<file path="src/rtl/rf_wb_arbiter.sv">
// rf_wb_arbiter: shares the register file write port between pipeline
// writeback (always wins) and a buffered multiply/divide result stream.
// Also tracks in-flight MDU destinations and raises the decode stall for
// hazards against them or when buffered results have starved too long.
module rf_wb_arbiter #(
   parameter int DEPTH        = 2,
   parameter int STARVE_LIMIT = 4
) (
   input  logic        i_clk,
   input  logic        i_rst_n,
   input  logic        i_wb_valid,
   input  logic [4:0]  i_wb_addr,
   input  logic [31:0] i_wb_data,
   input  logic        i_mdu_valid,
   output logic        o_mdu_ready,
   input  logic [4:0]  i_mdu_addr,
   input  logic [31:0] i_mdu_data,
   input  logic        i_issue_valid,
   input  logic [4:0]  i_issue_addr,
   input  logic [4:0]  i_rs1_addr,
   input  logic [4:0]  i_rs2_addr,
   input  logic [4:0]  i_dst_addr,
   output logic        o_stall,
   output logic        o_rd_wren,
   output logic [4:0]  o_rd_addr,
   output logic [31:0] o_rd_data,
   output logic [31:0] o_busy_mask
);

   localparam int AW = (DEPTH > 1) ? $clog2(DEPTH) : 1;
   localparam int CW = $clog2(DEPTH + 1);
   localparam int SW = $clog2(STARVE_LIMIT + 1);

   logic [4:0]    fifo_addr [DEPTH];
   logic [31:0]   fifo_data [DEPTH];
   logic [AW-1:0] wr_ptr;
   logic [AW-1:0] rd_ptr;
   logic [CW-1:0] count;
   logic [31:0]   busy;
   logic [31:0]   busy_next;
   logic [SW-1:0] starve_cnt;

   logic full;
   logic empty;
   logic wb_active;
   logic push;
   logic pop;
   logic starve;

   assign full      = (count == CW'(DEPTH));
   assign empty     = (count == '0);
   assign wb_active = i_wb_valid && (i_wb_addr != 5'd0);
   // Results for x0 are acknowledged but never stored.
   assign push      = i_mdu_valid && !full && (i_mdu_addr != 5'd0);
   // The FIFO head only gets the port when writeback leaves it free.
   assign pop       = !wb_active && !empty;
   assign starve    = (starve_cnt == SW'(STARVE_LIMIT));

   // FIFO storage needs no reset; only the pointers and count define validity.
   always_ff @(posedge i_clk) begin
      if (i_rst_n && push) begin
         fifo_addr[wr_ptr] <= i_mdu_addr;
         fifo_data[wr_ptr] <= i_mdu_data;
      end
   end

   // FIFO pointers and occupancy; DEPTH is a power of two so pointers wrap naturally.
   always_ff @(posedge i_clk) begin
      if (!i_rst_n) begin
         wr_ptr <= '0;
         rd_ptr <= '0;
         count  <= '0;
      end else begin
         if (push) wr_ptr <= wr_ptr + AW'(1);
         if (pop)  rd_ptr <= rd_ptr + AW'(1);
         case ({push, pop})
            2'b10:   count <= count + CW'(1);
            2'b01:   count <= count - CW'(1);
            default: count <= count;
         endcase
      end
   end

   // Next scoreboard value: clear the register being written from the FIFO, then let a new issue set win.
   always_comb begin
      busy_next = busy;
      if (pop) busy_next[fifo_addr[rd_ptr]] = 1'b0;
      if (i_issue_valid && (i_issue_addr != 5'd0)) busy_next[i_issue_addr] = 1'b1;
      busy_next[0] = 1'b0;
   end

   // Scoreboard register of destinations with results still in flight.
   always_ff @(posedge i_clk) begin
      if (!i_rst_n) busy <= '0;
      else          busy <= busy_next;
   end

   // Count cycles a waiting FIFO head loses to writeback, saturating at the limit.
   always_ff @(posedge i_clk) begin
      if (!i_rst_n || empty || pop) starve_cnt <= '0;
      else if (!starve)             starve_cnt <= starve_cnt + SW'(1);
   end

   // Write port mux plus handshake and stall outputs, all forced quiet during reset.
   always_comb begin
      o_rd_wren   = 1'b0;
      o_rd_addr   = 5'd0;
      o_rd_data   = 32'd0;
      o_mdu_ready = i_rst_n && !full;
      o_busy_mask = i_rst_n ? busy : 32'd0;
      o_stall     = i_rst_n && (busy[i_rs1_addr] || busy[i_rs2_addr] ||
                                busy[i_dst_addr] || starve);
      if (i_rst_n) begin
         if (wb_active) begin
            o_rd_wren = 1'b1;
            o_rd_addr = i_wb_addr;
            o_rd_data = i_wb_data;
         end else if (!empty) begin
            o_rd_wren = 1'b1;
            o_rd_addr = fifo_addr[rd_ptr];
            o_rd_data = fifo_data[rd_ptr];
         end
      end
   end

endmodule

</file>
<file path="config.mk">
export PLATFORM = sky130hd
export DESIGN_NAME = rf_wb_arbiter
export DESIGN_NICKNAME = d
export VERILOG_FILES = /design/src/rtl/rf_wb_arbiter.sv
export SDC_FILE = /design/constraint.sdc
export NUM_CORES = 1
export LEC_CHECK = 0
export CAP_MARGIN = 20
export CORE_MARGIN = 1
export CORE_UTILIZATION = 46
export CTS_BUF_LIST = sky130_fd_sc_hd__clkbuf_4
export DETAILED_ROUTE_END_ITERATION = 16
export GPL_ROUTABILITY_DRIVEN = 1
export PLACE_DENSITY = 0.78
export SYNTH_ARGS = -nofsm -noshare
export SYNTH_HDL_FRONTEND = slang
export SYNTH_SLANG_ARGS = --single-unit
</file>
<file path="constraint.sdc">
create_clock -name i_clk -period 9.45 [get_ports i_clk]
set_input_delay 1.4175 -clock i_clk [delete_from_list [all_inputs] [get_ports i_clk]]
set_output_delay 1.4175 -clock i_clk [all_outputs]
set_load 0.005 [all_outputs]
</file>
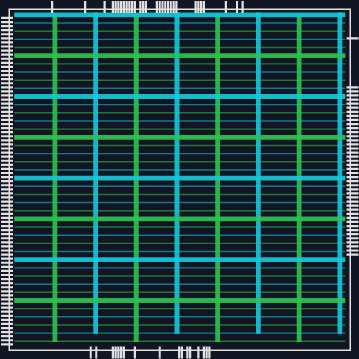
Figure 1: power grid.
(3 px per um) Pins as bars on the die edge.
[VSS] green
[VDD] cyan
met4 straps: 8
met5 straps: 8
met1 rails: 41
Chip Width: 113 um
die height: 113 um
Floorplan Core Area: 0.0120 mm^2
largest voltage drop on the vdd net: 0.000106 V

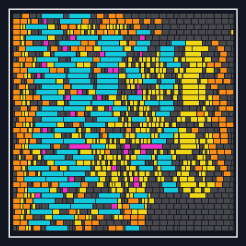
Figure 2: placed cells, one color a class.
(2 px per um) Fill, decap, tap and diode cells in gray.
[combinational and other logic] yellow | cells: 359
[clock drivers and dummy loads] magenta | cells: 32
[flops] cyan | cells: 113
[other buffers and delay cells] orange | cells: 174

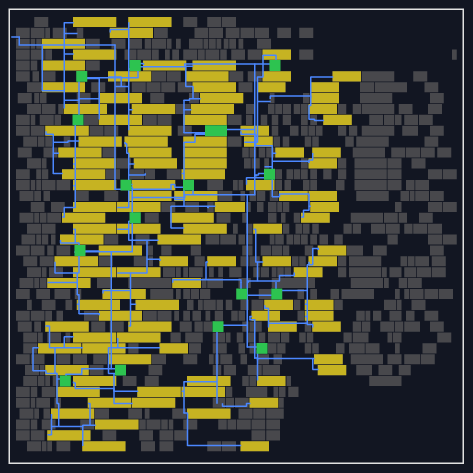
Figure 3: routed clock nets over the placement.
(4 px per um)
[clock wires] blue | length: 1240 um
[flip-flops] yellow | count: 113
[clock drivers] green | count: 17
routed clock nets: 18
clk pwr: 340 uW
proportion of power drawn by the clock network: 26.1%
clock latency of the later-clocked register in the worst-skew pair: 0.51 ns

==> out/writeup.txt <==
The power per unit of standard cell area is 168 mW/mm^2. The critical path endpoint category is an output pin. The logs give 0.530 ns for the worst hold-check slack and 11700 um for the half-perimeter wire length after detailed placement. In the synthesis report, Yosys lists the chip area as 0.00568 mm^2. CTS reports a maximum clock tree buffer depth of 2. The run gives 0 as the final setup violation count. For reference, the clock transition at the flip-flops on the worst setup and hold paths is 0.10 ns. The run gives 52.8% for the part of the Yosys area used for sequential elements. In the final layout, the share of cells above drive strength 1 is 10.6%. The critical path endpoint has a required time of 8.03 ns. The final clock skew came out at 0.0130 ns. Post-placement cell count: 792. The first detailed-routing pass ran for 5 iterations. The buffer_ports step reported a buffer count of 169. The synthesized netlist handed to floorplanning was reported with a cell count of 499. The tools report the number of inserted filler cells in the final layout as 926. The number of synthesized register bits is 113.

For the post-route cell area, the log shows 0.00774 mm^2. The transition time recorded at the tightest slew-check pin is 0.695 ns. Yosys mapped a number of flops with a built-in enable equal to 74.

The worst pin sits at a relative slew slack of 53.7%. With the global-route congestion overflow total at 0, the total chip power is 1300 uW. For this run, the number of Yosys warnings is 0. The origin of the worst setup path is i_wb_addr[1]. The number of gates resized after CTS was 0. The worst register-to-register path ends at busy[23]. The via count of the first global-routing pass was 4671. Yosys instantiated no cell more often than sky130_fd_sc_hd__edfxtp_1. The leakage power came out at 0.00261 uW. The worst register-to-register path depth is 5. The floorplan has 40 rows. Commonest non-fill, non-tap cell in the layout: sky130_fd_sc_hd__clkdlybuf4s50_1. In the layout the commonest cells are 169 x sky130_fd_sc_hd__clkdlybuf4s50_1, 74 x sky130_fd_sc_hd__edfxtp_1, 62 x sky130_fd_sc_hd__o21ai_0. The commonest register cell is sky130_fd_sc_hd__edfxtp_1. The area growth from synthesis to layout is 36.3%, and the global placer's final weighted congestion is 0.880. Summed over all routing layers, the global router reports a total usage of 25.2%. Setup repair after global routing left no endpoint under its margin.

Hold-check failures listed in the final report amount to 0. With the post-synth design cell area at 0.00568 mm^2, the number of nets at floorplan is 601. TritonCTS built the clock tree. STA puts the critical path data arrival time at 4.07 ns.

The script parses the final routing iteration and logs DRC violations as 0. For the total CTS buffers, the log shows 17. Ranked by instance count, the synthesized netlist is headed by 74 x sky130_fd_sc_hd__edfxtp_1, 62 x sky130_fd_sc_hd__o21ai_0, 51 x sky130_fd_sc_hd__nand2_1.

The flow ran to the end, and the final reports show no timing, DRC or antenna violations. The largest area contributor in the netlist was sky130_fd_sc_hd__edfxtp_1. Hold analysis shows the worst path with a depth of 2. Average detailed-routed wire length per instance: 18.9 um. With the final core area utilization at 64.5%, the setup slack of the most critical reg-to-reg path is 7.30 ns. The logs give 0 for the initial antenna violation count and 45 for the largest net degree at the start of global routing. The number of warnings reported in the stage logs is 27. The tools report the routed wire length as 15600 um.

The tools report the nature of the critical path startpoint as an input pin. At the placement stage, the worst setup path has a slack of 3.80 ns. The first global-routing pass estimated 24100 um of wire.

The total of max-cap violations was 0. The post-route clock period utilization came out at 58.1%. The chip occupies 0.0128 mm^2.

In this build the clock could be raised as far as 182 MHz. Per STA, the endpoint of the critical path is o_rd_addr[4]. The run gives 35 for the maximum fanout encountered on the critical timing path.

The logs give 50 for the tally of unique sky130hd cells used after synthesis and 4 for the total number of H-tree levels. Per the post-synthesis stats, the area per cell is 11.4 um^2. Per the log, the first TritonRoute iteration ended with a DRC count of 364. The root buffer cell was sky130_fd_sc_hd__clkbuf_4.

The run gives 0.00746 mm^2 as the cell area reported after detailed placement. Ranked by total cell area, the synthesized netlist is headed by sky130_fd_sc_hd__edfxtp_1 39%, sky130_fd_sc_hd__dfxtp_1 14%, sky130_fd_sc_hd__mux2i_1 8.6%, sky130_fd_sc_hd__mux4_2 7.1%, sky130_fd_sc_hd__o21ai_0 5.5%. With the proportion of register bits with asynchronous set or reset after synthesis at 0%, the post-route setup TNS is 0 ns. Hold repair after CTS inserted 0 buffers. The net count of the finished layout is 767. The I/O pin count is 171. The class of the worst hold path was reg2reg. The number of sinks driven by the clock tree is 113, and the number of buffers inserted to repair setup after CTS is 0. The final timing report lists a max-slew violation count of 0. STA shows the worst min-delay path finishing at count[1].

The yosys stat cell total is 499, and the setup slack of the critical path after layout is 3.96 ns. Looking at the setup timing report, the critical path kind is in2out. The tools report the total inserted antenna cells as 0. At the floorplan stage, the core utilization is reported as 47.3%. Via density per instance: 5.71.

The worst path needs 5.49 ns of the cycle, external delays included. The beginning of the worst hold path was count[1]. Number of antenna-violating nets in the routed design: 0.

Detailed routing inserted a total of 4709 vias. The area fraction of the dominant cell type after synthesis works out to 39.1%. The tools report the filler-free cell count of the finished design as 825.
==> layout make-up <==
class                   count  area [um^2]  share of cell area, %
inverters                   9         38.8                  0.501
clock inverters            15          144                   1.86
repair buffers            174         1740                   22.4
clock buffers              17          128                   1.65
well taps                 147          184                   2.37
multi-input cells         350         2510                   32.4
flip-flops and latches    113         3000                   38.8
==> worst max-delay path, cell delays in order <==
cell and delay [ns]:
sky130_fd_sc_hd__clkdlybuf4s50_1 0.45, sky130_fd_sc_hd__or4_4 0.57, sky130_fd_sc_hd__o21ai_4 0.25, sky130_fd_sc_hd__nand2_2 0.11, sky130_fd_sc_hd__clkinv_4 0.10, sky130_fd_sc_hd__nand2_4 0.22, sky130_fd_sc_hd__o21ai_0 0.37, sky130_fd_sc_hd__clkdlybuf4s50_1 0.57
==> cells by family after synthesis <==
| logic type | share of synthesized area [%] |
|---|---|
| mux | 17.3 |
| simple gates | 13.3 |
| xor+xnor | 0.771 |
| fa+ha+maj | 0.661 |
| other cells | 0.0660 |
| compound gates | 11.8 |
| buf+inv | 3.21 |
| flops | 52.8 |
==> layer usage <==
layer  part of all wire [%]  track usage, %  vias to the layer above
met5                      0               0                        -
met4                    2.5            11.4                        0
met3                    9.8            7.18                       37
met2                     48            41.5                      279
met1                     40            31.0                     2189
li1                       -               -                     2204
==> registers in the layout (all words and copies together), names as in the netlist, named ones only <==
name and count:
busy 31, count 2, fifo_addr 10, fifo_data 64, rd_ptr 1, starve_cnt 3
wr_ptr 1
==> report_power, final <==
part	leakage (uW)	switching (uW)	total, uW	internal [uW]
clock network	0.000139	186	340	154
logic	0.00148	200	376	176
registers	0.000994	16.2	587	571
No activity file was given, so power comes from the tool's default toggle rates.
